===== src/rtl/fp32_pkg.sv =====
// Shared FP32 definitions: exception flag layout, bit indices and the canonical NaN.
package fp32_pkg;

  localparam int EXC_NV = 4;
  localparam int EXC_DZ = 3;
  localparam int EXC_OF = 2;
  localparam int EXC_UF = 1;
  localparam int EXC_NX = 0;

  localparam logic [31:0] CANON_NAN = 32'h7fc00000;

  typedef struct packed {
    logic invalid;
    logic divzero;
    logic overflow;
    logic underflow;
    logic inexact;
  } exc_t;

endpackage


===== src/rtl/fp32_res_fifo.sv =====
// Generic circular sync FIFO with synchronous flush; read data reads as zero while empty.
module fp32_res_fifo #(
  parameter int W     = 8,
  parameter int DEPTH = 2,
  localparam int PW   = $clog2(DEPTH),
  localparam int CW   = PW + 1
) (
  input  logic          clk,
  input  logic          rst,
  input  logic          flush_i,
  input  logic          push_i,
  input  logic          pop_i,
  input  logic [W-1:0]  wdata_i,
  output logic [W-1:0]  rdata_o,
  output logic [CW-1:0] count_o,
  output logic          full_o,
  output logic          empty_o
);

  logic [W-1:0]  mem_q [DEPTH];
  logic [PW-1:0] rd_q, rd_d, wr_q, wr_d;
  logic [CW-1:0] cnt_q, cnt_d;
  logic          push_ok, pop_ok;

  assign full_o  = (cnt_q == CW'(DEPTH));
  assign empty_o = (cnt_q == '0);
  // A full FIFO refuses the push even if the head retires this cycle.
  assign push_ok = push_i & ~full_o & ~flush_i;
  assign pop_ok  = pop_i & ~empty_o;

  always_comb begin
    rd_d  = rd_q;
    wr_d  = wr_q;
    cnt_d = cnt_q;
    if (flush_i) begin
      rd_d  = '0;
      wr_d  = '0;
      cnt_d = '0;
    end else begin
      if (push_ok) wr_d = wr_q + 1'b1;
      if (pop_ok)  rd_d = rd_q + 1'b1;
      case ({push_ok, pop_ok})
        2'b10:   cnt_d = cnt_q + 1'b1;
        2'b01:   cnt_d = cnt_q - 1'b1;
        default: cnt_d = cnt_q;
      endcase
    end
  end

  always_ff @(posedge clk) begin
    if (rst) begin
      rd_q  <= '0;
      wr_q  <= '0;
      cnt_q <= '0;
    end else begin
      rd_q  <= rd_d;
      wr_q  <= wr_d;
      cnt_q <= cnt_d;
    end
  end

  always_ff @(posedge clk) begin
    if (push_ok && !rst) mem_q[wr_q] <= wdata_i;
  end

  assign rdata_o = empty_o ? '0 : mem_q[rd_q];
  assign count_o = cnt_q;

endmodule


===== src/rtl/fp32_sqrt_result_stage.sv =====
// Registered result stage behind the FP32 sqrt datapath: result FIFO plus sticky fflags.
// Define FP32_SQRT_FFLAGS_EN to build the sticky exception accumulator.
module fp32_sqrt_result_stage
  import fp32_pkg::*;
#(
  parameter int DEPTH = 2,
  parameter int TAG_W = 4
) (
  input  logic                   clk,
  input  logic                   rst,
  input  logic                   flush,
  input  logic                   in_valid,
  output logic                   in_ready,
  input  logic [31:0]            in_y,
  input  logic [4:0]             in_exc,
  input  logic [TAG_W-1:0]       in_tag,
  output logic                   out_valid,
  input  logic                   out_ready,
  output logic [31:0]            out_y,
  output logic [4:0]             out_exc,
  output logic [TAG_W-1:0]       out_tag,
  output logic [$clog2(DEPTH):0] count,
  output logic [4:0]             fflags,
  input  logic                   fflags_clr
);

  localparam int EW = 32 + 5 + TAG_W;

  logic          push, pop, full, empty;
  logic [EW-1:0] rdata;
  exc_t          head_exc;

  // in_ready depends only on occupancy and flush, never on out_ready.
  assign in_ready  = ~full & ~flush;
  assign out_valid = ~empty;
  assign push      = in_valid & in_ready;
  assign pop       = out_valid & out_ready;

  fp32_res_fifo #(.W(EW), .DEPTH(DEPTH)) u_fifo (
    .clk     (clk),
    .rst     (rst),
    .flush_i (flush),
    .push_i  (push),
    .pop_i   (pop),
    .wdata_i ({in_y, in_exc, in_tag}),
    .rdata_o (rdata),
    .count_o (count),
    .full_o  (full),
    .empty_o (empty)
  );

  assign {out_y, head_exc, out_tag} = rdata;
  assign out_exc = head_exc;

`ifdef FP32_SQRT_FFLAGS_EN
  logic [4:0] fflags_q, fflags_d;

  // Retirement wins over clear, so clear+pop leaves exactly the retiring flags.
  always_comb begin
    fflags_d = (fflags_clr ? 5'b0 : fflags_q) | (pop ? head_exc : 5'b0);
  end

  always_ff @(posedge clk) begin
    if (rst) fflags_q <= '0;
    else     fflags_q <= fflags_d;
  end

  assign fflags = fflags_q;
`else
  logic unused_clr;
  assign unused_clr = fflags_clr;
  assign fflags     = 5'b0;
`endif

endmodule

===== config.mk =====
export PLATFORM = sky130hd
export DESIGN_NAME = fp32_sqrt_result_stage
export DESIGN_NICKNAME = d
export VERILOG_FILES = /design/src/rtl/fp32_pkg.sv /design/src/rtl/fp32_res_fifo.sv /design/src/rtl/fp32_sqrt_result_stage.sv
export SDC_FILE = /design/constraint.sdc
export NUM_CORES = 1
export LEC_CHECK = 0
export ABC_AREA = 1
export CORE_MARGIN = 2
export CORE_UTILIZATION = 48
export DETAILED_ROUTE_END_ITERATION = 16
export PLACE_DENSITY = 0.8
export SLEW_MARGIN = 40
export SYNTH_ARGS = -nofsm -noshare
export SYNTH_HDL_FRONTEND = slang
export SYNTH_HIERARCHICAL = 1
export SYNTH_SLANG_ARGS = --single-unit

===== constraint.sdc =====
create_clock -name clk -period 11.5 [get_ports clk]
set_input_delay 2.3 -clock clk [delete_from_list [all_inputs] [get_ports clk]]
set_output_delay 2.3 -clock clk [all_outputs]
set_load 0.01 [all_outputs]

### Wires at chosen ports, followed through buffers

The bar under the picture is 20 µm long.
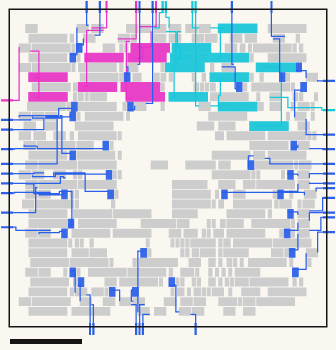
legend:
  out_y:
    color: blue
    bits: 32
    direction: output
    edge: 11 right, 9 left, 6 top, 6 bottom
    end_cells: 32
    buffers: 32
    wire: 637 µm
  in_tag:
    color: magenta
    bits: 4
    direction: input
    edge: 3 top, 1 left
    end_cells: 8
    buffers: 4
    wire: 121 µm
  in_exc:
    color: cyan
    bits: 5
    direction: input
    edge: 4 top, 1 right
    end_cells: 10
    buffers: 5
    wire: 154 µm

### Power grid

The bar under the picture is 20 µm long. Pins as bars on the die edge. Tap cells in gray.
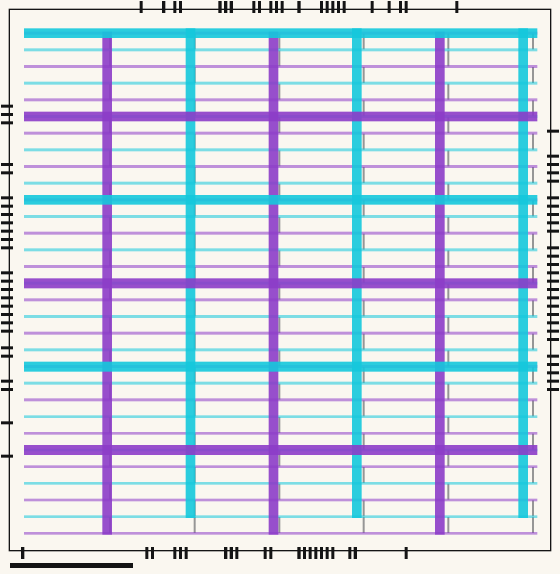
legend:
  VSS:
    color: purple
  VDD:
    color: cyan
met1 rails: 31
rows: 30
met5 straps: 6
met4 straps: 6
signal pins: 97

### Placed standard cells

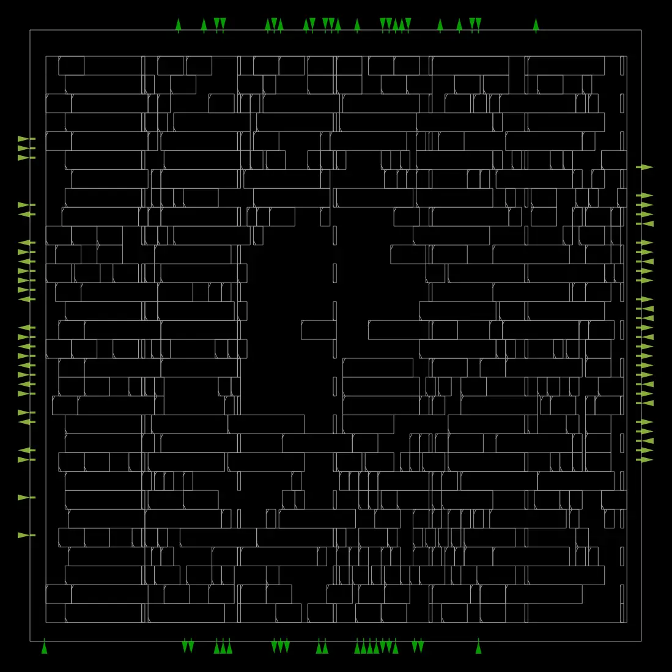
Tap Count: 96
site row count: 30

==> out/metrics.cfg <==
[outcome]
outcome=finished, final reports clean

[setup_path]
path_class=primary input to primary output
reg2reg_depth=9
cp_slowest_stage_delay_ns=0.52
path_depth=5
crit_required_ns=9.20
worstPathArrival_ns=3.42
end_kind=primary output

[cells_and_area]
area_delta_synth_final_pct=37.1
seq_share_pct=55.1
drive_above_1_share_pct=8.04
clk_share_pct=4.57
nFillCells=520
mi_logic_area_um2=707
design_area_um2=4660
layout_top_cells=clkdlybuf4s50_1, nand2_1, edfxtp_1, a21oi_1, inv_1
largest_class=flip-flops and latches

[worst_hold_path]
hold_start=u_fifo/wr_q$_SDFFE_PP0P_
hold_path_depth=2
hold_path_end=u_fifo/wr_q$_SDFFE_PP0P_

[placement]
placed_cells=453
gp_congestion=0.678
port_buffers=90
placed_area_um2=4440
dp_hpwl_um=4230

[power_and_ir_drop]
p_clk_share_pct=36.5
p_leak_nw=1.62
ir_drop_uv=102
switching_power_w=0.000113
combPwrFrac_pct=5.5

[drt]
drtIter0Drc=99
top_layer_used=met4
routed_via_density=4.83
drt-met1-wl_um=2590
wl_met2_um=3380

[yosys]
ys_cells=276
synthArstFlopShare_pct=0
top_cells_by_count=nand2_1, edfxtp_1, a21oi_1
postSynthCellCount=276
synth-seq-area-share_pct=75.5
synthDistinctLibCells=18
ys_top_cells_by_area=edfxtp_1, nand2_1, a21oi_1
avgSynthCellArea_um2=12.3
ys_chip_area_um2=3400

[global_routing]
antenna_found_initial=0
grt_overflow=0
grtUsageMet2_pct=30.9
met3_usage_pct=4.71
grt_pass1_wl_um=10000
grt_max_degree=43

[cts]
clk_pin_slew_ns=0.08
cts_buffers=9
cts_resized=0
cts.sinks=87

[job]
cap_violations=0

[die]
core_um2=6830
chip_area_um2=7760

[final_timing]
drv_slew=0
slew-limit-headroom_pct=52.4
post-route-min-period_ns=5.72
setup_tns_ns=0

### Sequential cells colored by netlist name

The bar under the picture is 20 µm long.
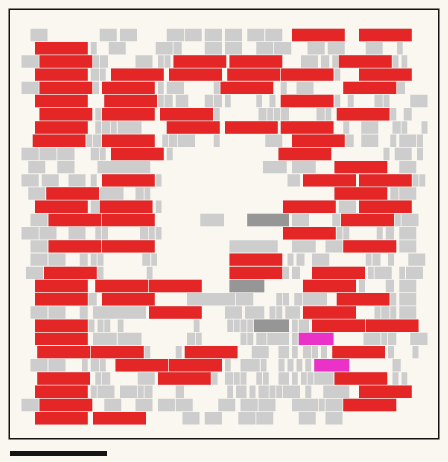
legend:
  u_fifo/mem_q:
    color: red
    placed_flops: 82
    where: spread over the die
  u_fifo/count_o:
    color: magenta
    placed_flops: 2
not colored: 3

### Local utilization

The bar under the picture is 20 µm long. 9 x 9 tiles, from white (low) to dark blue (high), 0 to 100% covered.
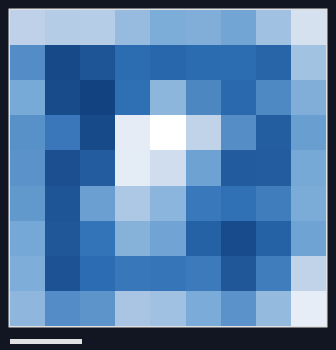
tiles over 75% full: 30%
fullest tile: 93%
emptiest ninth of the die: center

[registers in the layout, indices dropped and copies added (netlist names), named ones only]
register and cells:
u_fifo/mem_q 82, u_fifo/count_o 2, u_fifo/rd_q 1, u_fifo/wr_q 1
[power by group through the flow]
stage	Combinational [W]	Clock (W)	Sequential (W)
after floorplan	0.0000100	0	0.000358
after global placement	0.0000314	0	0.000358
after detailed placement	0.0000332	0	0.000358
after CTS	0.0000334	0.000224	0.000350
after global routing	0.0000362	0.000240	0.000350
final	0.0000332	0.000220	0.000350
[kinds of logic (layout without fill, tap and decap cells)]
kind of cell,after synthesis,count (layout),synth area share [%]
and+or+nand+nor,111,111,13.0
DFF,87,87,75.5
AOI/OAI and AO/OA,43,43,6.34
buffers and inverters,33,126,4.68
adders and majority gates,1,1,0.368
other,1,5,0.110
